$ cat config.mk
export PLATFORM = sky130hd
export DESIGN_NAME = fetch_stage_flat
export DESIGN_NICKNAME = d
export VERILOG_FILES = /design/src/rtl/fetch_stage_pkg.sv /design/src/rtl/fetch_stage_if.sv /design/src/rtl/fetch_stage_ifid_reg.sv /design/src/rtl/fetch_stage.sv /design/src/flat_wrapper.sv
export SDC_FILE = /design/constraint.sdc
export NUM_CORES = 1
export LEC_CHECK = 0
export ABC_AREA = 0
export CAP_MARGIN = 20
export CORE_AREA = 2 2 148 150
export DETAILED_ROUTE_END_ITERATION = 8
export DIE_AREA = 0 0 150 152
export PLACE_DENSITY = 0.64
export SLEW_MARGIN = 20
export SYNTH_ARGS = -nofsm -noshare
export SYNTH_HDL_FRONTEND = slang
export SYNTH_SLANG_ARGS = --single-unit
$ cat constraint.sdc
create_clock -name clk -period 3.7 [get_ports clk]
set_input_delay 0.37 -clock clk [delete_from_list [all_inputs] [get_ports clk]]
set_output_delay 0.37 -clock clk [all_outputs]
set_load 0.05 [all_outputs]
$ cat src/rtl/fetch_stage_pkg.sv
// Shared pipeline constants and types for the fetch stage and its IF/ID register.
package fetch_stage_pkg;

  localparam int XLEN = 32;

  typedef logic [XLEN-1:0] word_t;

  // sll $0,$0,0 -- the canonical bubble instruction
  localparam word_t NOP    = 32'h0000_0000;
  localparam word_t PC_INC = 32'd4;

  // Clear the byte-offset bits so a redirect always lands on a word boundary
  function automatic word_t word_align(input word_t addr);
    return {addr[XLEN-1:2], 2'b00};
  endfunction

endpackage

$ cat src/rtl/fetch_stage_if.sv
// Instruction-memory bus: fetch stage drives the address, memory answers combinationally.
interface fetch_stage_if;

  fetch_stage_pkg::word_t imem_addr;
  fetch_stage_pkg::word_t imem_data;

  modport master (output imem_addr, input imem_data);
  modport slave  (input imem_addr, output imem_data);

endinterface

$ cat src/rtl/fetch_stage_ifid_reg.sv
// IF/ID pipeline register with flush (bubble), hold and in-range load controls.
module fetch_stage_ifid_reg
  import fetch_stage_pkg::*;
(
  input  logic  clk,
  input  logic  rst,
  input  logic  flush,
  input  logic  hold,
  input  logic  in_range,
  input  word_t instr_in,
  input  word_t pc4_in,
  output word_t instr,
  output word_t pc4,
  output logic  valid
);

  // Flush beats hold; an unheld out-of-range fetch also turns into a bubble
  always_ff @(posedge clk) begin
    if (rst) begin
      instr <= NOP;
      pc4   <= '0;
      valid <= 1'b0;
    end else if (flush) begin
      instr <= NOP;
      pc4   <= '0;
      valid <= 1'b0;
    end else if (!hold) begin
      if (in_range) begin
        instr <= instr_in;
        pc4   <= pc4_in;
        valid <= 1'b1;
      end else begin
        instr <= NOP;
        pc4   <= '0;
        valid <= 1'b0;
      end
    end
  end

endmodule

$ cat src/rtl/fetch_stage.sv
// Instruction-fetch stage: owns the PC, drives instruction memory, fills IF/ID,
// and tracks sticky fetch faults plus saturating stall/flush event counters.
module fetch_stage
  import fetch_stage_pkg::*;
#(
  parameter word_t RESET_PC   = 32'h0000_0000,
  parameter int    IMEM_WORDS = 1024,
  parameter int    CNT_W      = 16
) (
  input  logic             clk,
  input  logic             reset,
  input  logic             stall,
  input  logic             branch_taken,
  input  word_t            branch_target,
  fetch_stage_if.master    imem,
  output word_t            pc,
  output word_t            ifid_instr,
  output word_t            ifid_pc4,
  output logic             ifid_valid,
  output logic             fetch_fault,
  output logic [CNT_W-1:0] stall_cnt,
  output logic [CNT_W-1:0] flush_cnt
);

  function automatic logic [CNT_W-1:0] sat_inc(input logic [CNT_W-1:0] v);
    return (&v) ? v : v + {{(CNT_W-1){1'b0}}, 1'b1};
  endfunction

  word_t pc_p0;
  word_t pc4_p0;
  logic  in_range_p0;
  logic  misaligned_p0;
  logic  oor_fetch_p0;

  assign pc             = pc_p0;
  assign imem.imem_addr = pc_p0;
  assign pc4_p0         = pc_p0 + PC_INC;
  assign in_range_p0    = ({2'b00, pc_p0[XLEN-1:2]} < word_t'(IMEM_WORDS));
  assign misaligned_p0  = branch_taken && (branch_target[1:0] != 2'b00);
  // Only an actual (unstalled, unflushed) fetch past the end of memory is a fault
  assign oor_fetch_p0   = !branch_taken && !stall && !in_range_p0;

  // Next PC: redirect, else hold on stall, else sequential with natural 2^32 wrap
  always_ff @(posedge clk) begin
    if (reset)             pc_p0 <= RESET_PC;
    else if (branch_taken) pc_p0 <= word_align(branch_target);
    else if (!stall)       pc_p0 <= pc4_p0;
  end

  // Fault is sticky until reset and never blocks fetching
  always_ff @(posedge clk) begin
    if (reset)                             fetch_fault <= 1'b0;
    else if (misaligned_p0 || oor_fetch_p0) fetch_fault <= 1'b1;
  end

  // Event counters saturate at all-ones; a flush cycle is not counted as a stall
  always_ff @(posedge clk) begin
    if (reset) begin
      stall_cnt <= '0;
      flush_cnt <= '0;
    end else if (branch_taken) begin
      flush_cnt <= sat_inc(flush_cnt);
    end else if (stall) begin
      stall_cnt <= sat_inc(stall_cnt);
    end
  end

  // ---- IF -> ID boundary ----
  fetch_stage_ifid_reg u_ifid (
    .clk      (clk),
    .rst      (reset),
    .flush    (branch_taken),
    .hold     (stall),
    .in_range (in_range_p0),
    .instr_in (imem.imem_data),
    .pc4_in   (pc4_p0),
    .instr    (ifid_instr),
    .pc4      (ifid_pc4),
    .valid    (ifid_valid)
  );

endmodule
$ cat src/flat_wrapper.sv
// flat-port wrapper written by rule: the top's interface ports become plain ports
module fetch_stage_flat import fetch_stage_pkg::*;
#(
  parameter word_t RESET_PC   = 32'h0000_0000,
  parameter int    IMEM_WORDS = 1024,
  parameter int    CNT_W      = 16
)
  (clk, reset, stall, branch_taken, branch_target, pc, ifid_instr, ifid_pc4, ifid_valid, fetch_fault, stall_cnt, flush_cnt, imem_imem_addr, imem_imem_data);
  fetch_stage_if imem_i ();
  input  logic clk;
  input  logic reset;
  input  logic stall;
  input  logic branch_taken;
  input  word_t branch_target;
  output word_t pc;
  output word_t ifid_instr;
  output word_t ifid_pc4;
  output logic ifid_valid;
  output logic fetch_fault;
  output logic [CNT_W-1:0] stall_cnt;
  output logic [CNT_W-1:0] flush_cnt;
  output wire logic [$bits(imem_i.imem_addr)-1:0] imem_imem_addr;
  input wire logic [$bits(imem_i.imem_data)-1:0] imem_imem_data;
  assign imem_imem_addr = imem_i.imem_addr;
  assign imem_i.imem_data = imem_imem_data;
  fetch_stage #(.RESET_PC(RESET_PC), .IMEM_WORDS(IMEM_WORDS), .CNT_W(CNT_W)) u_core (.clk(clk), .reset(reset), .stall(stall), .branch_taken(branch_taken), .branch_target(branch_target), .imem(imem_i), .pc(pc), .ifid_instr(ifid_instr), .ifid_pc4(ifid_pc4), .ifid_valid(ifid_valid), .fetch_fault(fetch_fault), .stall_cnt(stall_cnt), .flush_cnt(flush_cnt));
endmodule
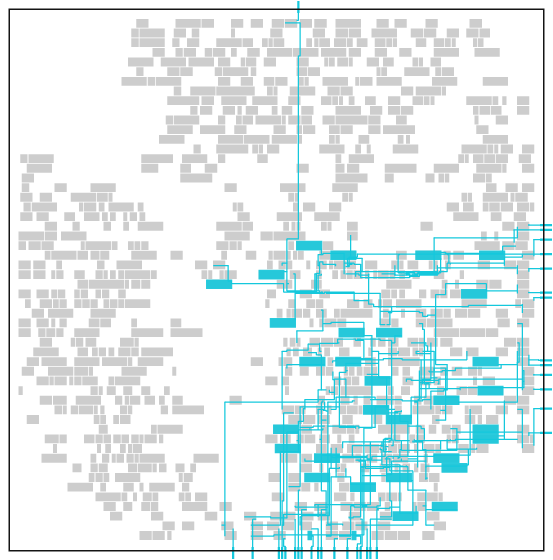
Figure 1: run 1, wires at chosen ports, followed through buffers.
Cyan stands for `imem_imem_addr`, bits 32, direction output, edge 18 south, 13 east, 1 north, end cells 32, buffers 30, wire 2700 um.
I/O pin cnt: 230
port bufs: 223

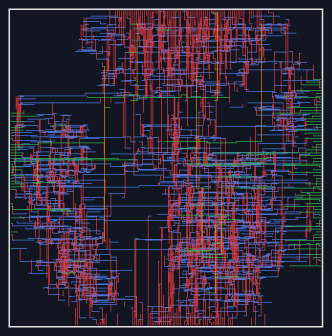
Figure 2: run 1, signal wires by layer.
Red stands for M2, wire length 9690 um. Green stands for M3, wire length 1310 um. Orange stands for M4, wire length 383 um. Blue stands for M1, wire length 8860 um.
Total Routing Usage GR: 17.53%
total length of routed wires: 20.24 mm
wire per inst: 16.92 um

==> notes.md, run 1 <==
yosys + openroad results -> Seq/total area=28.01%, delay-heaviest family, CP=buffers and inverters, sum of buffers and inverters on the critical path=1, crit-path cells=clkdlybuf4s50_1, CP peak stage delay=920 ps, sequential cell area=2522 sq um, status=complete, no violations, Tmin final=2403 ps, Adder Share, Synth=0.5961%, Fin. Hold Viols=0, simple-gate portion of the synthesized area=30.24%, yosys aoi share=15.90%, layout cells sized above 1=7.205%, reg2reg start=u_core.imem.imem_addr[2]$_SDFFE_PP0P_, Slowest cell on crit path=clkdlybuf4s50_1, Final Non-Filler Cells=1196, Hold Crit Depth=2, Psw=1.051 mW, Worst Path Required=3330 ps, Yosys top cell by area=dfxtp_1, reg2reg end=u_core.imem.imem_addr[22]$_SDFFE_PP0P_, row count=54, fin area=9006 sq um, GP Congestion=0.8405, final net count=975, Tcrit/Tclk final=64.96%, PwrDens=398.6 nW/um^2, ANT nets after route=0, Max Fanout on Critical Path=14
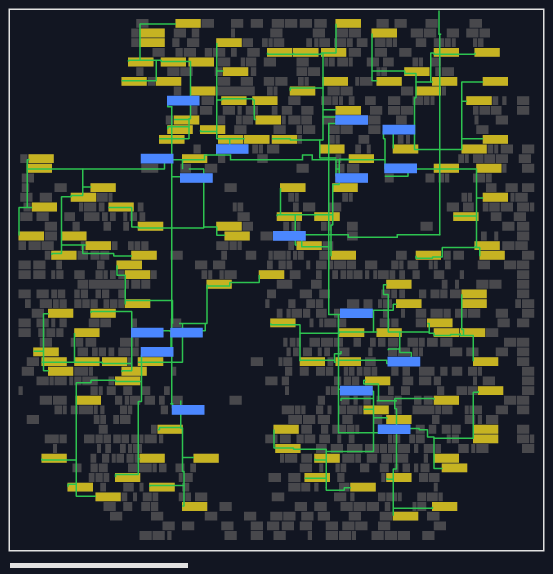
Figure 3: run 1, clock network drawn from the DEF.
Bar = 50 um.
Blue stands for clock-net drivers, count 17. Yellow stands for flip-flops, count 126. Green stands for clock wires, length 1920 um.
Position of the flops: spread over the die. There are 18 routed clock nets.
Final Skew: 9.157 ps
worst skew pair latency: 420 ps
clk pwr: 1.61 mW

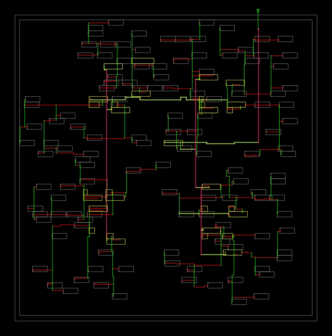
Figure 4: run 1, clock wiring as the flow saved it.
Clock Sinks: 126
total CTS buffers: 17
clk_buf instances: 19

-- run 1: through the flow --
stage               worst slack (ps)  total power, mW  hold WS [ps]
floorplan                       1288            1.825         512.7
global placement                1155            2.005         441.7
detailed placement              1147            2.006         452.8
CTS                             1291            3.634         403.1
global route                    1192            3.727         429.6
finish                          1297            3.590         414.4
-- run 1: state kept, by name (all words and copies together), names as in the netlist --
signal                 cells
u_core.imem.imem_addr     30
u_core.u_ifid.pc4         30
u_core.flush_cnt          16
u_core.u_ifid.valid        1
u_core.u_ifid.instr       32
u_core.fetch_fault         1
u_core.stall_cnt          16
-- run 1: power groups by stage --
stage	Clock (mW)	Sequential (mW)	Combinational [mW]
2_1_floorplan	0	1.55	0.280
3_3_place_gp	0	1.47	0.531
3_5_place_dp	0	1.47	0.531
4_1_cts	1.66	1.45	0.533
5_1_grt	1.71	1.45	0.562
6_report	1.61	1.45	0.531
-- run 1: Yosys cell counts (all sizes together), types with 2 or more instances --
cell and number:
and4 8, nor2b 8, nor3 6, o21a 2, mux2 6, o21ai 26, a32o 4, nand4b 37
nand2 79, or2 3, a211oi 6, or3 22, mux2i 3, and3 29, dfxtp 126, xnor2 12
or4 13, nand3b 2, o311a 2, ha 3, a32oi 2, buf 48, clkbuf 40, nor4 11
nor2 43, o311ai 3, nand2b 2, o211ai 5, o31ai 10, o41ai 6, a311oi 14, or4b 4
a21oi 66, a31oi 2, xor2 7, inv 8, and2 7, nand3 22, nand4 26
-- run 1: worst register-to-register path: cells and delay by family, from the launching register on --
kind / cells / cell delay [ps]
and+or+nand+nor: 3 / 1060
adders and majority gates: 1 / 390
DFF: 1 / 510
AOI/OAI and AO/OA: 1 / 250
-- run 1: layer usage --
layer	global-route usage [%]	share of wire, %
met1	22.96	44
met2	28.35	48
met3	3.844	6.5
met4	6.155	1.9
met5	0	0
Figure 5. Gate-type map (run 1).
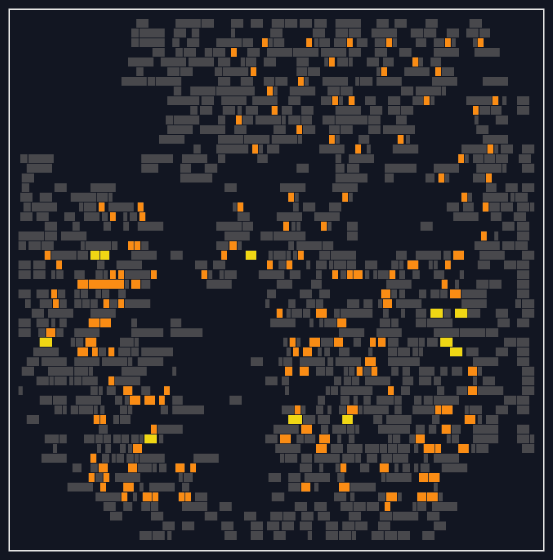

==> run 2, diff against run 1 <==
Clock period 3.7 ns to 2.3 ns, I/O delays scaled along.
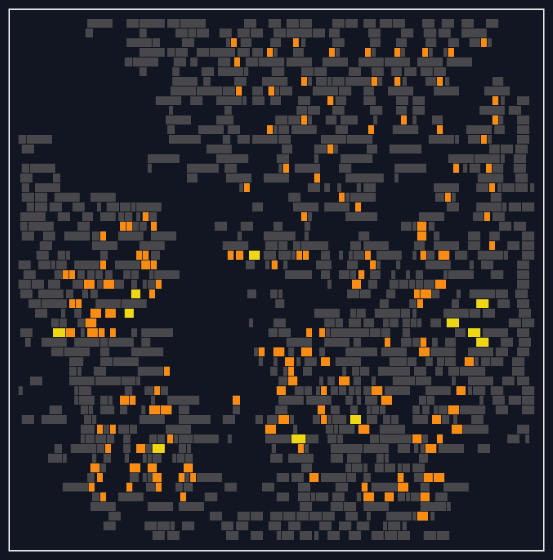
Figure 6: run 2, gate-type map.
Orange stands for aoi and oai cells, cells 146, most used a21oi_1, where spread over the die. Yellow stands for non-inverting ao/oa cells, cells 11, most used a32o_1.
Final Non-Filler Cells: 1217
Comb area share: 35.11%
Top cell excl fill/tap: clkdlybuf4s50_1

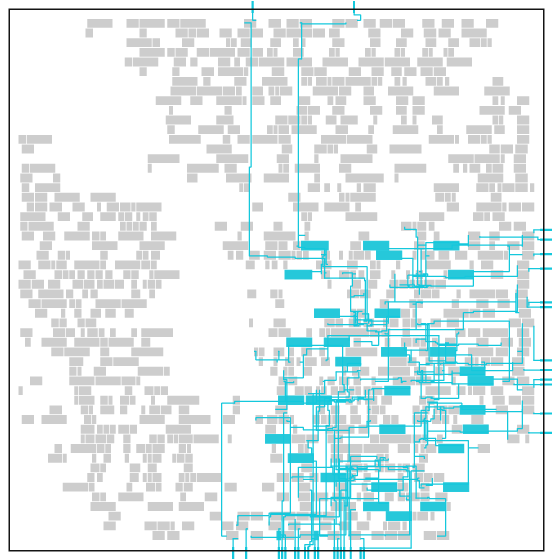
Figure 7: run 2, wires at chosen ports, followed through buffers.
Cyan stands for `imem_imem_addr`, bits 32, direction output, edge 18 south, 12 east, 2 north, end cells 32, buffers 37, wire 2730 um.

==> notes.md, run 2 <==
yosys + openroad results -> status=complete, no violations, total length of routed wires=20.22 mm, total CTS buffers=17, M3 GR Usage=3.544%, GP Congestion=0.8640, wl on met1=9.049 mm, yosys aoi share=15.90%, met1 usage=23.64%, row count=54, Adder Share, Synth=0.5961%, gr busiest metal=met2, port bufs=223, Total Routing Usage GR=17.66%, ANT nets after route=0, Worst Path Required=2070 ps, Tcrit/Tclk final=90.45%, worst skew pair latency=410 ps, combinational cell power=0.913 mW, most instantiated cells after synthesis=dfxtp_1 (126), nand2_1 (79), a21oi_1 (66), nor2_1 (42), nand4b_1 (37), number of flip-flops in the largest register=32, I/O pin cnt=230, dominant power group=the clock network, met2 GRT Util=28.42%, final worst setup slack=219.7 ps, met2 wire length=9.566 mm, simple-gate portion of the synthesized area=30.24%, Max Fanout on Critical Path=6, clk pwr=2.67 mW, pre-CTS setup slack=212.9 ps, most common cell in the netlist=dfxtp_1, Yosys top cell by area=dfxtp_1, top sig layer=met4, wire per inst=16.61 um, final net count=994, layout cells sized above 1=8.974%, met3 WL=1.248 mm
## run 2: cell counts after synthesis
No cell type changed its count.
## run 2: path summary, 6_finish.rpt
kind	start	end	slack, ps	depth (start not counted)
worst max-delay path	u_core.imem.imem_addr[25]$_SDFFE_PP0P_	pc[25]	220	2
worst max register to register	u_core.imem.imem_addr[20]$_SDFFE_PP0P_	u_core.imem.imem_addr[28]$_SDFFE_PP0P_	240	4
worst min-delay path	reset	u_core.stall_cnt[1]$_SDFFE_PP0P_	190	2
worst min register to register	u_core.u_ifid.instr[0]$_SDFFE_PP0N_	u_core.u_ifid.instr[0]$_SDFFE_PP0N_	450	2
## run 2: critical path, cell delays in order, from the launching register on
cell and delay [ps]:
dfxtp_1 440, buf_4 190, clkdlybuf4s50_1 810
## run 2: area by class of cell
class,instances,area [sq um]
fill,2191,12150
antenna,1,2.502
timing repair buffer,251,2472
clock buffer,23,478.0
multi-input combinational,519,3229
clock inverter,9,110.1
inverter,8,30.03
sequential,126,2525
tap,280,350.3
## run 2: kinds of logic (layout without fill, tap and decap cells)
kind of cell    count (synthesis)  count (layout)
mux                             9               9
simple gates                  325             325
other cells                     1               7
flops                         126             126
buf+inv                        96             291
compound gates                157             157
fa+ha+maj                       3               3
xor+xnor                       19              19
## run 2: metrics by stage
| step | power (mW) | util, % | area [sq um] | std cells | hold WS, ps |
|---|---|---|---|---|---|
| final | 5.887 | 43.08 | 9198 | 1217 | 193.3 |
| after global routing | 6.121 | 43.08 | 9198 | 1217 | 221.9 |
| after CTS | 5.973 | 43.07 | 9195 | 1216 | 183.0 |
| after detailed placement | 3.268 | 40.31 | 8607 | 1184 | 443.9 |
| after global placement | 3.266 | 40.31 | 8607 | 1184 | 439.3 |
| after floorplan | 2.936 | - | 6319 | 741 | 367.2 |
Figure 8. Signal wires by layer (run 2).
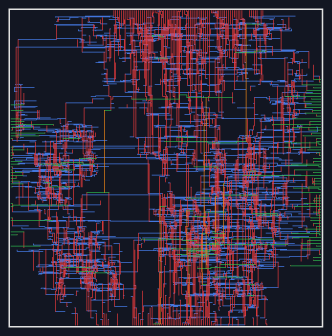

==> run 3, diff against run 2 <==
Settings changed: CELL_PAD_IN_SITES_DETAIL_PLACEMENT set to 1, CELL_PAD_IN_SITES_GLOBAL_PLACEMENT set to 1, PLACE_DENSITY 0.64 to 0.82.
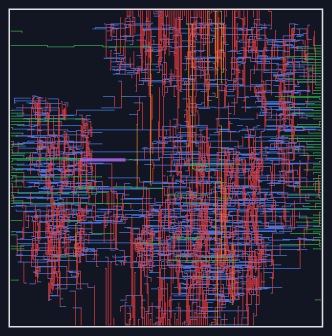
Figure 9: run 3, signal wires by layer.
Blue stands for M1, wire length 9880 um. Purple stands for M5, wire length 20.2 um. Red stands for M2, wire length 10800 um. Green stands for M3, wire length 1300 um. Orange stands for M4, wire length 592 um.
vias: 6474
Total Routing Usage GR: 19.54%
total length of routed wires: 22.63 mm
wire per inst: 18.61 um

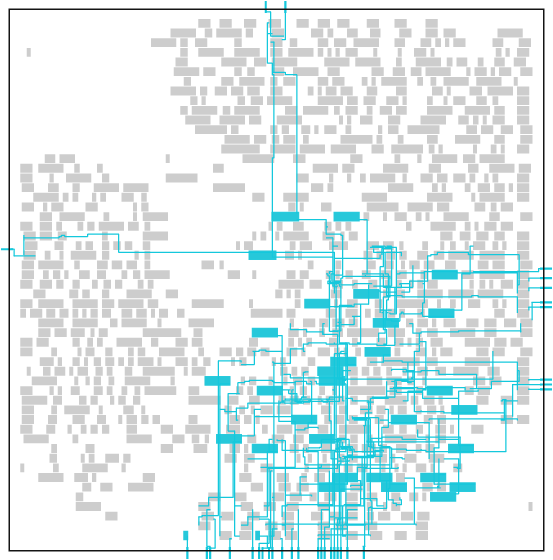
Figure 10: run 3, wires at chosen ports, followed through buffers.

==> notes.md, run 3 <==
yosys + openroad results -> Tcrit/Tclk final=95.02%, clk pwr=2.86 mW, most common cell in the netlist=dfxtp_1, number of flip-flops in the largest register=32, top sig layer=met5, Final Skew=11.35 ps, worst skew pair latency=420 ps, GP Congestion=0.8263, Tmin final=2185 ps, Clock Sinks=126, Seq cells=126, total CTS buffers=17, wl on met1=9.881 mm, PwrDens=660.8 nW/um^2, met2 GRT Util=32.49%, combinational cell power=0.906 mW, row count=54, Max-area cell class=logic gates, Post-DP Area=8567 sq um, Data buffer area share=26.44%, Final Non-Filler Cells=1216, Max Fanout on Critical Path=7, inverters=8, Top cell excl fill/tap=clkdlybuf4s50_1, sum of buffers and inverters on the critical path=0, Psw=1.664 mW, Yosys top cell by area=dfxtp_1, fillers=2502, delay-heaviest family, CP=simple AND/OR/NAND/NOR gates, sequential cell area=2525 sq um, Fin. Hold Viols=0, status=complete, no violations, clk_buf instances=23, layout cells sized above 1=8.887%, I/O pin cnt=230, final net count=992, Seq/total area=27.45%, Overall Power=6.079 mW
-- run 3: netlist changes by cell type in the layout (fill, tap and decap cells not counted), moves of 2 or more --
cell / previous run / this run
buf_12: 3 / 1
bufinv_16: 2 / 4
clkbuf_1: 3 / 5
clkbuf_8: 3 / 1
clkinvlp_4: 3 / 1
-- run 3: cell families (layout without fill, tap and decap cells) --
kind of cell	Yosys count	count (layout)	synth area share (%)
DFF	126	126	40.06
other	1	8	0.05955
adders and majority gates	3	3	0.5961
AOI/OAI and AO/OA	157	157	15.90
xor gates and xnor gates	19	19	2.643
and+or+nand+nor	325	325	30.24
buffers and inverters	96	289	8.961
muxes	9	9	1.550
-- run 3: metrics by stage --
stage | hold slack, ps | util [%] | setup WS (ps)
final | 276.4 | 43.08 | 114.6
after global routing | 294.5 | 43.06 | 8.332
after CTS | 265.8 | 43.01 | 43.76
after detailed placement | 452.6 | 40.13 | 146.3
after global placement | 448.0 | 40.13 | 197.2
after floorplan | 367.2 | - | 24.29
-- run 3: final timing paths --
path                                                              from                                      to  slack, ps  cells past startpoint
worst min register to register       u_core.u_ifid.pc4[4]$_SDFFE_PP0N_       u_core.u_ifid.pc4[4]$_SDFFE_PP0N_        460                      2
worst max-delay path            u_core.imem.imem_addr[22]$_SDFFE_PP0P_  u_core.imem.imem_addr[28]$_SDFFE_PP0P_        110                      4
worst max register to register  u_core.imem.imem_addr[22]$_SDFFE_PP0P_  u_core.imem.imem_addr[28]$_SDFFE_PP0P_        110                      4
worst min-delay path                                             stall  u_core.imem.imem_addr[29]$_SDFFE_PP0P_        280                      3
-- run 3: tightest hold or removal path, cell delays in order --
cell and delay (ps):
buf_4 180, a31oi_1 100, o211ai_1 130
-- run 3: timing repair --
action,4_1_cts,5_1_grt
gates resized,0,3
setup endpoints to repair,0,3
hold buffers,0,0
Power is estimated from default activity; no workload was simulated.
